<file path="src/rtl/timer_intc_pkg.sv">
//------------------------------------------------------------------------------
// timer_intc_pkg : shared constants for the timer interrupt controller
// Rev 1.0
//------------------------------------------------------------------------------
`default_nettype none

package timer_intc_pkg;

    localparam int SRC_CMIA0 = 0;
    localparam int SRC_CMIB0 = 1;
    localparam int SRC_OVI0  = 2;
    localparam int SRC_CMIA1 = 3;
    localparam int SRC_CMIB1 = 4;
    localparam int SRC_OVI1  = 5;
    localparam int SRC_CMIA2 = 6;
    localparam int SRC_CMIB2 = 7;
    localparam int SRC_OVI2  = 8;
    localparam int SRC_CMIA3 = 9;
    localparam int SRC_CMIB3 = 10;
    localparam int SRC_OVI3  = 11;

    localparam logic [1:0] ADDR_IER    = 2'd0;
    localparam logic [1:0] ADDR_IPR_LO = 2'd1;
    localparam logic [1:0] ADDR_IPR_HI = 2'd2;
    localparam logic [1:0] ADDR_PEND   = 2'd3;

    typedef enum logic [1:0] {
        ST_IDLE    = 2'd0,
        ST_REQ     = 2'd1,
        ST_SERVICE = 2'd2
    } state_t;

endpackage

`default_nettype wire

</file>
<file path="src/rtl/intc_prio_arbiter.sv">
//------------------------------------------------------------------------------
// intc_prio_arbiter : combinational highest-priority pick, lowest index on ties
// Rev 1.0
//------------------------------------------------------------------------------
`default_nettype none

module intc_prio_arbiter
    import timer_intc_pkg::*;
#(
    parameter int NUM_SRC    = 12,
    parameter int VEC_WIDTH  = 4,
    parameter int PRIO_WIDTH = 2
) (
    input  logic [NUM_SRC-1:0]            eligible,
    input  logic [NUM_SRC*PRIO_WIDTH-1:0] ipr,
    output logic                          any,
    output logic [VEC_WIDTH-1:0]          idx,
    output logic [PRIO_WIDTH-1:0]         prio
);

    // Scan downward and accept >= so the lowest index wins equal priorities.
    always_comb begin
        any  = 1'b0;
        idx  = '0;
        prio = '0;
        for (int i = NUM_SRC - 1; i >= 0; i--) begin
            if (eligible[i] && (!any || ipr[i*PRIO_WIDTH +: PRIO_WIDTH] >= prio)) begin
                any  = 1'b1;
                idx  = VEC_WIDTH'(i);
                prio = ipr[i*PRIO_WIDTH +: PRIO_WIDTH];
            end
        end
    end

endmodule

`default_nettype wire

</file>
<file path="src/rtl/timer_intc.sv">
//------------------------------------------------------------------------------
// timer_intc : edge-latched, masked, prioritised vectored interrupt controller
// Rev 1.0
//------------------------------------------------------------------------------
`default_nettype none

module timer_intc
    import timer_intc_pkg::*;
#(
    parameter int NUM_SRC    = 12,
    parameter int VEC_WIDTH  = 4,
    parameter int PRIO_WIDTH = 2
) (
    input  logic                  clk,
    input  logic                  rst_n,
    input  logic [NUM_SRC-1:0]    irq_src,
    input  logic                  cfg_we,
    input  logic [1:0]            cfg_addr,
    input  logic [15:0]           cfg_wdata,
    output logic [15:0]           cfg_rdata,
    output logic                  irq_req,
    output logic [VEC_WIDTH-1:0]  irq_vec,
    output logic [PRIO_WIDTH-1:0] irq_prio,
    input  logic                  irq_ack,
    input  logic                  irq_eoi,
    output logic [NUM_SRC-1:0]    flag_clr
);

    // IPR spans a full low word plus a partial high word (17..32 bits total).
    localparam int IPR_BITS    = NUM_SRC * PRIO_WIDTH;
    localparam int IPR_HI_BITS = IPR_BITS - 16;

    logic [NUM_SRC-1:0]    r_src_d;
    logic [NUM_SRC-1:0]    r_pend;
    logic [NUM_SRC-1:0]    r_ier;
    logic [IPR_BITS-1:0]   r_ipr;
    state_t                r_state;

    logic [NUM_SRC-1:0]    w_rise;
    logic [NUM_SRC-1:0]    w_elig;
    logic [NUM_SRC-1:0]    w_clr;
    logic [NUM_SRC-1:0]    w_vec_onehot;
    logic                  w_ack;
    logic                  w_any;
    logic [VEC_WIDTH-1:0]  w_idx;
    logic [PRIO_WIDTH-1:0] w_prio;
    logic [15:0]           w_rdata;

    assign w_rise       = irq_src & ~r_src_d;
    assign w_elig       = r_pend & r_ier;
    assign w_ack        = (r_state == ST_REQ) && irq_ack;
    assign w_vec_onehot = {{(NUM_SRC-1){1'b0}}, 1'b1} << irq_vec;
    assign w_clr        = ((cfg_we && cfg_addr == ADDR_PEND) ? cfg_wdata[NUM_SRC-1:0] : '0)
                        | (w_ack ? w_vec_onehot : '0);

    intc_prio_arbiter #(
        .NUM_SRC    (NUM_SRC),
        .VEC_WIDTH  (VEC_WIDTH),
        .PRIO_WIDTH (PRIO_WIDTH)
    ) u_arb (
        .eligible (w_elig),
        .ipr      (r_ipr),
        .any      (w_any),
        .idx      (w_idx),
        .prio     (w_prio)
    );

    always_comb begin
        w_rdata = '0;
        case (cfg_addr)
            ADDR_IER:    w_rdata = 16'(r_ier);
            ADDR_IPR_LO: w_rdata = r_ipr[15:0];
            ADDR_IPR_HI: w_rdata = 16'(r_ipr[IPR_BITS-1:16]);
            default:     w_rdata = 16'(r_pend);
        endcase
    end

    // Edge detect, pending latch (set beats clear) and config registers.
    always_ff @(posedge clk or negedge rst_n) begin
        if (!rst_n) begin
            r_src_d   <= '0;
            r_pend    <= '0;
            r_ier     <= '0;
            r_ipr     <= '0;
            cfg_rdata <= '0;
        end else begin
            r_src_d   <= irq_src;
            r_pend    <= (r_pend & ~w_clr) | w_rise;
            cfg_rdata <= w_rdata;
            if (cfg_we && cfg_addr == ADDR_IER) begin
                r_ier <= cfg_wdata[NUM_SRC-1:0];
            end
            if (cfg_we && cfg_addr == ADDR_IPR_LO) begin
                r_ipr[15:0] <= cfg_wdata;
            end
            if (cfg_we && cfg_addr == ADDR_IPR_HI) begin
                r_ipr[IPR_BITS-1:16] <= cfg_wdata[IPR_HI_BITS-1:0];
            end
        end
    end

    // Request handshake; vector and priority stay frozen from load until ack.
    always_ff @(posedge clk or negedge rst_n) begin
        if (!rst_n) begin
            r_state  <= ST_IDLE;
            irq_req  <= 1'b0;
            irq_vec  <= '0;
            irq_prio <= '0;
            flag_clr <= '0;
        end else begin
            flag_clr <= '0;
            case (r_state)
                ST_IDLE: begin
                    if (w_any) begin
                        irq_req  <= 1'b1;
                        irq_vec  <= w_idx;
                        irq_prio <= w_prio;
                        r_state  <= ST_REQ;
                    end
                end
                ST_REQ: begin
                    if (irq_ack) begin
                        irq_req  <= 1'b0;
                        flag_clr <= w_vec_onehot;
                        r_state  <= ST_SERVICE;
                    end
                end
                ST_SERVICE: begin
                    if (irq_eoi) begin
                        r_state <= ST_IDLE;
                    end
                end
                default: r_state <= ST_IDLE;
            endcase
        end
    end

endmodule

`default_nettype wire

</file>
<file path="config.mk">
export PLATFORM = sky130hd
export DESIGN_NAME = timer_intc
export DESIGN_NICKNAME = d
export VERILOG_FILES = /design/src/rtl/timer_intc_pkg.sv /design/src/rtl/intc_prio_arbiter.sv /design/src/rtl/timer_intc.sv
export SDC_FILE = /design/constraint.sdc
export NUM_CORES = 1
export LEC_CHECK = 0
export ABC_CLOCK_PERIOD_IN_PS = 15400
export CAP_MARGIN = 10
export CORE_MARGIN = 1.5
export CORE_UTILIZATION = 55
export DETAILED_ROUTE_END_ITERATION = 7
export PLACE_DENSITY = 0.88
export SLEW_MARGIN = 10
export SYNTH_ARGS = -nofsm -noshare
export SYNTH_HDL_FRONTEND = slang
export SYNTH_HIERARCHICAL = 1
export SYNTH_SLANG_ARGS = --single-unit
</file>
<file path="constraint.sdc">
create_clock -name clk -period 15.4 [get_ports clk]
set_input_delay 3.08 -clock clk [delete_from_list [all_inputs] [get_ports clk]]
set_output_delay 3.08 -clock clk [all_outputs]
set_load 0.005 [all_outputs]
</file>
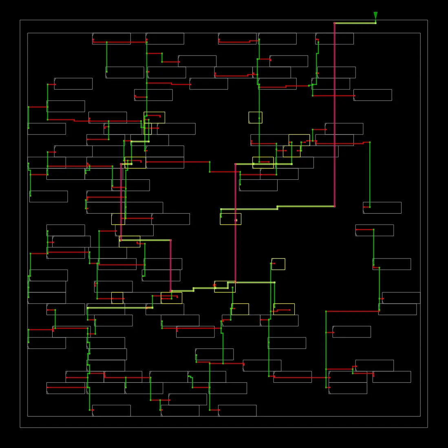
(run_1/final_clocks.png)
count of sequential standard cells: 97
Clock Sink Count: 97
clock network power: 0.158 mW
number of buffers created by CTS: 9
clk ins delay skew pair: 0.36 ns

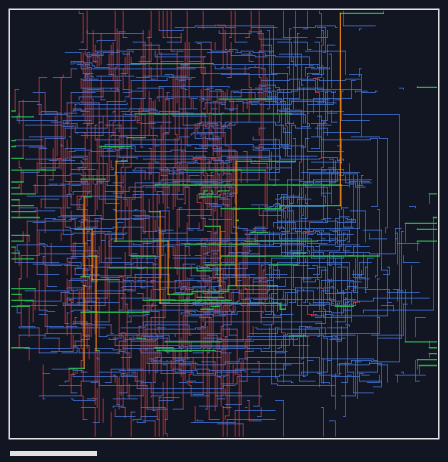
(run_1/metal_stack.png)
Bar = 20 um.
met3: shown in green, wire length 635 um. met1: shown in blue, wire length 5030 um. met2: shown in red, wire length 5570 um. met4: shown in orange, wire length 209 um.
DR WL/cell: 18.6 um
vias: 3684

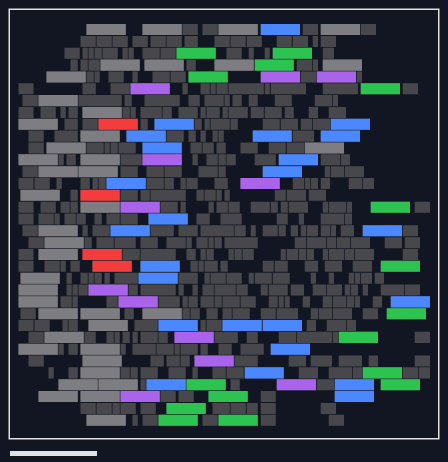
(run_1/registers.png)
Bar = 20 um.
`r_ipr`: shown in blue, placed flops 24. `r_ier`: shown in purple, placed flops 12. `cfg_rdata`: shown in green, placed flops 16. `irq_vec`: shown in red, placed flops 4, where left middle.
Seq group: 0.356 mW
FF/Latch Area: 0.00243 sq mm

run 1: layout make-up:
class                           count  area, sq um  area share (%)
Sequential cell                    97         2430            40.5
Multi-Input combinational cell    287         2390            39.9
Timing Repair Buffer               73          718            12.0
Tap cell                          108          135            2.26
Inverter                           35          131            2.19
Clock buffer                        9          124            2.07
Clock inverter                      7         61.3            1.02
run 1: kinds of logic after synthesis:
logic type,after synthesis
AND/OR/NAND/NOR,112
flip-flops,97
AND-OR/OR-AND,96
multiplexers,60
buffers and inverters,44
adder cells (fa/ha/maj),19
run 1: synthesized netlist by cell type (3+ instances only):
cell / n
sky130_fd_sc_hd__mux2_4: 10
sky130_fd_sc_hd__a22o_1: 5
sky130_fd_sc_hd__a21o_1: 4
sky130_fd_sc_hd__a21boi_0: 5
sky130_fd_sc_hd__nand2b_1: 11
sky130_fd_sc_hd__dfrtp_1: 97
sky130_fd_sc_hd__o21ai_0: 26
sky130_fd_sc_hd__nor2_1: 15
sky130_fd_sc_hd__mux2i_1: 4
sky130_fd_sc_hd__o21a_1: 3
sky130_fd_sc_hd__inv_1: 35
sky130_fd_sc_hd__o22ai_1: 10
sky130_fd_sc_hd__nor3_1: 7
sky130_fd_sc_hd__mux4_2: 8
sky130_fd_sc_hd__ha_1: 19
sky130_fd_sc_hd__nand3b_1: 4
sky130_fd_sc_hd__buf_4: 3
sky130_fd_sc_hd__nand2_1: 34
sky130_fd_sc_hd__and2_1: 18
sky130_fd_sc_hd__a21oi_1: 10
sky130_fd_sc_hd__mux2_2: 38
run 1: sequential cells by signal (all words and copies together), names as in the netlist:
| register | flops |
|---|---|
| r_ipr | 24 |
| cfg_rdata | 16 |
| flag_clr | 12 |
| r_pend | 12 |
| irq_prio | 2 |
| r_src_d | 12 |
| r_ier | 12 |
| r_state | 2 |
| irq_vec | 4 |
| irq_req | 1 |
run 1: final timing paths:
check	depth (start not counted)	endpoint	from
worst max-delay path	72	irq_vec[3]	r_pend[11]
worst min-delay path	1	r_pend[11]	r_src_d[11]
worst min register to register	1	r_pend[11]	r_src_d[11]
worst max register to register	72	irq_vec[3]	r_pend[11]
min in group asynchronous	1	cfg_rdata[12]	rst_n
max in group asynchronous	2	r_ipr[1]	rst_n
run 1: power breakdown:
| part | total, mW | switching, mW | internal [mW] |
|---|---|---|---|
| clock network | 0.158 | 0.0958 | 0.0619 |
| registers | 0.356 | 0.0523 | 0.304 |
| logic | 0.498 | 0.251 | 0.247 |
| total | 1.01 | 0.399 | 0.613 |
run 1: per-stage QoR:
step	total power [mW]	hold slack, ns
5_1_grt	1.08	0.439
4_1_cts	1.00	0.435
2_1_floorplan	0.692	0.410
3_5_place_dp	0.844	0.420
6_report	1.01	0.434
3_3_place_gp	0.822	0.412
run 1: cell usage in the layout (no fill, tap or decap), drive strengths merged, types with 3 or more instances in the layout:
master	instances
nor3	7
mux4	8
mux2	48
nand3b	4
a22o	7
dfrtp	97
a21boi	5
buf	5
mux2i	4
o21ai	28
nor3b	4
nand2	35
inv	38
nor2	15
clkinv	3
o21a	3
a21o	6
a32o	3
clkbuf	9
a21oi	11
ha	19
clkdlybuf4s50	68
nand2b	11
and2	20
o22ai	10
==> summary.txt, run 1 <==
Figures from the implementation reports.

- The die is 98.3 um tall.
- The routed wire length on met3 reads 634 um.
- The flow measured a signed area growth from synthesis to layout of 19.8%.
- The final wirelength is 11.4 mm.
- The placed wire-length estimate reads 8.50 mm.
- The depth of the CTS H-tree is 3.
- The first-pass GRT wire length reads 18.6 mm.
- The leftover overflow at the end of global routing reads 0.
- The worst-case setup slack after placement is 1.14 ns.
- sky130_fd_sc_hd__dfrtp_1 takes more of the synthesized area than any other cell.
- The OpenROAD report gives the critical path a required time of 15.70 ns.
- The kind of end point of the critical path is a flip-flop.
- The summed standard-cell area reported by yosys reads 0.00500 sq mm.
- The async set-or-reset flop fraction in the synthesized netlist is 100%.
- The repair_antennas step left the layout with diodes totalling 0.
- Setup repair after global routing left no endpoint under its margin.
- The global routing stage identified its most utilized layer as met2.
- The timing report gives the worst reg2reg path a setup slack of 1.09 ns.
- In the global route stage, met3 resource usage came out at 3.44%.
- The met1 track demand over resource reads 34.0%.
- The minimum setup slack in the final design is 1.09 ns.
- The cell-mix breakdown from Yosys lists the XOR/XNOR area share as 0%.
- The global routing met2 resource utilization is 39.3%.
- The number of cells in the yosys synthesis report reads 428.
- The aggregate global-route resource usage reads 24.3%.
- By area the synthesized netlist is led by sky130_fd_sc_hd__dfrtp_1 (49%), sky130_fd_sc_hd__mux2_2 (8.6%), sky130_fd_sc_hd__ha_1 (4.8%).
- The number of antenna violations at the first check in global routing came to 0.
- The cell count after synthesis came out at 428.
- Yosys shows that the main logic family after synthesis is multiplexers.
- The share of Yosys cell area claimed by the top area cell type is 48.5%.
- STA classifies the critical path startpoint as a flip-flop.
- Detailed placement reports a standard cell area of 0.00579 sq mm.
- The timing report shows that the slowest cell on the worst path is sky130_fd_sc_hd__dfrtp_1.
- The routed layout reports a DRC error count of 0.
- The layout summary lists the proportion of cells stronger than drive strength 1 as 19.7%.
- The mapped cell area reads 0.00500 sq mm.
- The flow ran to the end, and the final reports show no timing, DRC or antenna violations.
- Across the routed clock network, the largest skew measured is 0.0114 ns.
- The analysis attributes to cell leakage a power of 2.64 nW.
- The max-cap violation count is 0.
- The library cell used as clock root buffer is sky130_fd_sc_hd__clkbuf_8.
- The setup TNS reads 0 ns.
- Setup violations remaining at the end of the flow were counted as 0.
- Across all checked pins, the minimum headroom to the slew limit is 24.4%.
- The number of warnings in the stage logs is 26.
==> run 2, diff against run 1 <==
==> constraint.sdc (replaced) <==
create_clock -name clk -period 15.4 [get_ports clk]
set_input_delay 1.54 -clock clk [delete_from_list [all_inputs] [get_ports clk]]
set_output_delay 1.54 -clock clk [all_outputs]
set_load 0.005 [all_outputs]
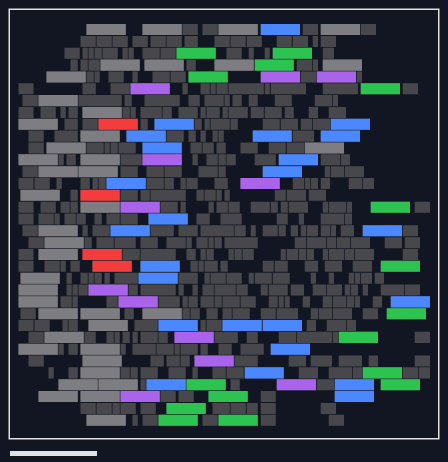
(run_2/registers.png)
Bar = 20 um.
`r_ipr`: shown in blue, placed flops 24. `irq_vec`: shown in red, placed flops 4, where left middle. `r_ier`: shown in purple, placed flops 12. `cfg_rdata`: shown in green, placed flops 16.
Another 41 sequential cells are not coloured.
flip-flop and latch share of the layout cell area: 40.5%
Post-Route Utilization: 68.3%

==> summary.txt, run 2 <==
Figures from the implementation reports.

- The clock latency at the later pin of the worst-skew pair is 0.36 ns.
- The post-route clock skew reads 0.0114 ns.
- The total power of the final layout reads 1.01 mW.
- Per the Yosys statistics, synthesis produced 428 cells.
- The met1 track demand over resource reads 34.0%.
- The number of flip-flops in the largest register reads 24.
- The sink count of the clock tree is 97.
- The aggregate global-route resource usage is 24.3%.
- The first-pass GRT wire length reads 18.6 mm.
- After synthesis, the chip area reported by Yosys is 0.00500 sq mm.
- The overall via count from detail_route reads 3684.
- The area overhead of the layout relative to synthesis reads 19.8%.
- The leakage power summed over all cells is 2.64 nW.
- The main area contributors are sky130_fd_sc_hd__dfrtp_1 (49%), sky130_fd_sc_hd__mux2_2 (8.6%), sky130_fd_sc_hd__ha_1 (4.8%).
- The setup TNS is 0 ns.
- The layout cell share with drive strength beyond 1 is 19.7%.
- The worst hold path stage count is 1.
- The worst hold path terminates at r_pend[11].
- According to the timing report, the data required time at the worst endpoint equals 15.70 ns.
- The number of warnings in the stage logs is 26.
- The library cell used as clock root buffer is sky130_fd_sc_hd__clkbuf_8.
- By count the netlist is led by sky130_fd_sc_hd__dfrtp_1 (97), sky130_fd_sc_hd__mux2_2 (38), sky130_fd_sc_hd__inv_1 (35).
- The run finished with clean final reports.
- Leaving out fill and tap cells, the most frequent cells in the layout are sky130_fd_sc_hd__dfrtp_1 (97), sky130_fd_sc_hd__clkdlybuf4s50_1 (68), sky130_fd_sc_hd__mux2_2 (38).
- The number of antenna diodes in the final layout is 0.
- Per the GRT congestion report, total overflow comes to 0.
- The kind of start point of the critical path reads a flip-flop.
- The script parses the final routing iteration and logs DRC violations as 0.
- In the final layout, the registers with the most flip-flops are r_ipr: 24 flops, cfg_rdata: 16 flops.
- On the critical path, the stage with the largest delay is an instance of sky130_fd_sc_hd__dfrtp_1.
- The number of clock buffers added by TritonCTS is 9.
- Counting flops per register, the top entry is r_ipr.
- Setup repair after global routing left no endpoint under its margin.
- The top cell type by instance count after synthesis reads sky130_fd_sc_hd__dfrtp_1.
- The cell accounting for the most synthesized area is sky130_fd_sc_hd__dfrtp_1.
- TritonRoute output was used to compute an average wire per cell of 18.6 um.
- The final wirelength is 11.4 mm.
- The worst-case setup slack after placement reads 1.14 ns.
- The minimum setup slack among reg-to-reg paths reads 1.09 ns.
run 2: layer usage:
metal	share of wire (%)	wire [um]
met1	44	5030
met2	49	5570
met3	5.5	634
met4	1.8	208
met5	0	0
run 2: worst register-to-register path, delay by kind of cell, from the launching register on:
kind	cells	cell delay, ns
compound gates	31	6.26
fa+ha+maj	11	2.89
buf+inv	4	0.30
flops	1	0.40
mux	4	1.17
simple gates	22	3.21
run 2: worst max-delay path by stage:
| stage | end | depth (start not counted) | slack, ns | startpoint |
|---|---|---|---|---|
| 2_1_floorplan | irq_prio[1] | 71 | 2.88 | r_pend[11] |
| 3_3_place_gp | irq_vec[3] | 72 | 1.52 | r_ier[11] |
| 3_5_place_dp | irq_vec[3] | 70 | 1.14 | r_pend[11] |
| 4_1_cts | irq_vec[3] | 70 | 1.07 | r_pend[11] |
| 5_1_grt | irq_vec[3] | 72 | 0.07 | r_ier[11] |
| 6_report | irq_vec[3] | 72 | 1.09 | r_pend[11] |
run 2: layout make-up:
cell class	count	area (sq um)
multi-input cells	287	2390
flip-flops and latches	97	2430
clock inverters	7	61.3
well taps	108	135
fillers	625	2780
inverters	35	131
clock buffers	9	124
repair buffers	73	718
run 2: logic make-up (layout without fill, tap and decap cells):
kind of cell / count (synthesis) / in the layout / synth area share (%)
and+or+nand+nor: 112 / 112 / 13.3
muxes: 60 / 60 / 16.0
AOI/OAI and AO/OA: 96 / 96 / 13.6
adders and majority gates: 19 / 19 / 4.75
DFF: 97 / 97 / 48.5
buffers and inverters: 44 / 124 / 3.88
run 2: power by group:
| part | total, mW | switching (mW) | leakage [nW] | internal, mW |
|---|---|---|---|---|
| Combinational | 0.498 | 0.251 | 1.39 | 0.247 |
| Sequential | 0.356 | 0.0523 | 1.15 | 0.304 |
| Clock | 0.158 | 0.0958 | 0.0936 | 0.0619 |
run 2: repair_timing:
item / in CTS / in global routing
gates resized: 0 / 4
setup endpoints to repair: 0 / 4
hold endpoints to repair: 0 / 0
==> run_2/metal_stack.png <==
Bar = 20 um.
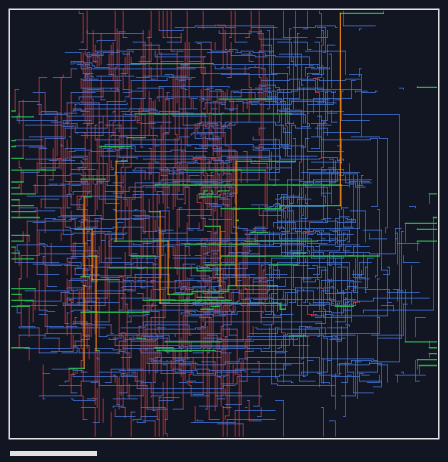

==> run 3, diff against run 2 <==
Settings changed: CORE_ASPECT_RATIO set to 0.5.
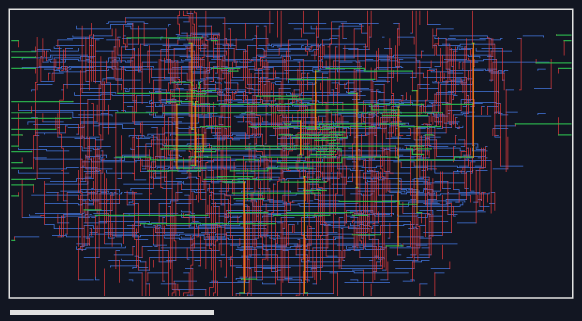
(run_3/metal_stack.png)
Bar = 50 um.
met4: shown in orange, wire length 250 um. met2: shown in red, wire length 5660 um. met3: shown in green, wire length 1060 um. met1: shown in blue, wire length 5580 um.
gr usage total: 28.0%
Total Wirelength: 12.6 mm

==> summary.txt, run 3 <==
Figures from the implementation reports.

- In the post-synthesis netlist, the biggest area contributors are sky130_fd_sc_hd__dfrtp_1 (49%), sky130_fd_sc_hd__mux2_2 (8.6%), sky130_fd_sc_hd__ha_1 (4.8%).
- The capture instance of the worst register-to-register path is irq_prio[1].
- The kind of end point of the critical path reads a flip-flop.
- The area overhead of the layout relative to synthesis is 22.3%.
- Routing resource usage on met2 recorded by global route was 41.3%.
- The largest registers in the layout are r_ipr: 24 flops, cfg_rdata: 16 flops.
- The met3 demand-to-capacity share in global routing reads 6.54%.
- Between clock sinks in the finished design, the worst skew comes to 0.00805 ns.
- The slowest stage of the critical path is the sky130_fd_sc_hd__dfrtp_1 cell.
- The number of cells in the yosys synthesis report reads 428.
- The number of failing setup endpoints in the final timing report reads 0.
- The minimum setup slack among reg-to-reg paths reads 0.87 ns.
- Looking at the gate-level netlist, the highest instance count belongs to sky130_fd_sc_hd__dfrtp_1.
- The run finished with clean final reports.
- For the worst flop-to-flop path, the logic depth is 72.
- The total power of the final layout is 1.11 mW.
- By instance count after routing, the leading logic cell type is sky130_fd_sc_hd__dfrtp_1.
- Of the combinational cells, the family taking the most area is multiplexers.
- The antenna diode instance count reads 0.
- Per the TritonCTS log, the buffer count is 9.
- The start point of the worst min-delay path is r_src_d[8].
- The critical path data required time is 15.64 ns.
- The path with the worst hold slack has its endpoint at r_pend[8].
- The placed wire-length estimate is 8.80 mm.
- The number of antenna violations at the first check in global routing reads 0.
- Of all flip-flops after synthesis, the portion carrying an async set or reset was 100%.
- Of the total synthesized cell area, the portion taken by AND, OR, NAND and NOR gates is 13.3%.
## run 3: logic make-up after synthesis
family,Yosys count
buf+inv,44
mux,60
flops,97
simple gates,112
fa+ha+maj,19
compound gates,96
## run 3: through the flow
step | hold WS, ns | instance area, sq um | utilization (%)
2_1_floorplan | 0.410 | 5000 | -
3_3_place_gp | 0.413 | 5790 | 66.1
3_5_place_dp | 0.418 | 5790 | 66.1
4_1_cts | 0.429 | 6110 | 69.6
5_1_grt | 0.440 | 6110 | 69.7
6_report | 0.430 | 6110 | 69.7
## run 3: worst max path at each step
stage                  end  cells after the start  slack, ns
6_report       irq_prio[1]                     72       0.87
2_1_floorplan  irq_prio[1]                     71       2.88
3_3_place_gp   irq_prio[1]                     71       1.67
5_1_grt         irq_vec[3]                     72      -0.01
3_5_place_dp   irq_prio[1]                     71       1.27
4_1_cts        irq_prio[1]                     71       0.87
## run 3: what timing repair did
action                     in CTS  in global routing
hold buffers                    0                  0
setup buffers                   0                  0
setup endpoints to repair       0                  6
resized                         0                  3
## run 3: worst max-delay path: cells and delay by family, from the launching register on
kind	cells	cell delay, ns
AND-OR/OR-AND	29	5.80
adder cells (fa/ha/maj)	11	2.94
buffers and inverters	4	0.32
flip-flops	1	0.40
multiplexers	4	1.35
AND/OR/NAND/NOR	24	3.62
## run 3: final cells by class
type / count / area [sq um] / share of cell area [%]
clock buffer: 10 / 239 / 3.91
clock inverter: 6 / 72.6 / 1.19
inverter: 35 / 131 / 2.15
multi-input combinational: 287 / 2390 / 39.0
sequential: 97 / 2430 / 39.7
tap: 117 / 146 / 2.39
timing repair buffer: 72 / 711 / 11.6
## run 3: where the power goes
part	internal [mW]	switching [mW]	leakage [nW]	total (mW)
clock	0.133	0.101	0.155	0.234
combinational	0.249	0.272	1.38	0.520
sequential	0.304	0.0546	1.15	0.359
total	0.686	0.427	2.69	1.11
## run 3: metal layers
layer	up-vias	wire length (um)	part of all wire, %
met2	196	5660	45
met3	25	1060	8.5
li1	1700	-	-
met4	0	249	2.0
met1	1909	5580	44
met5	-	0	0
Power and IR drop assume default switching activity.
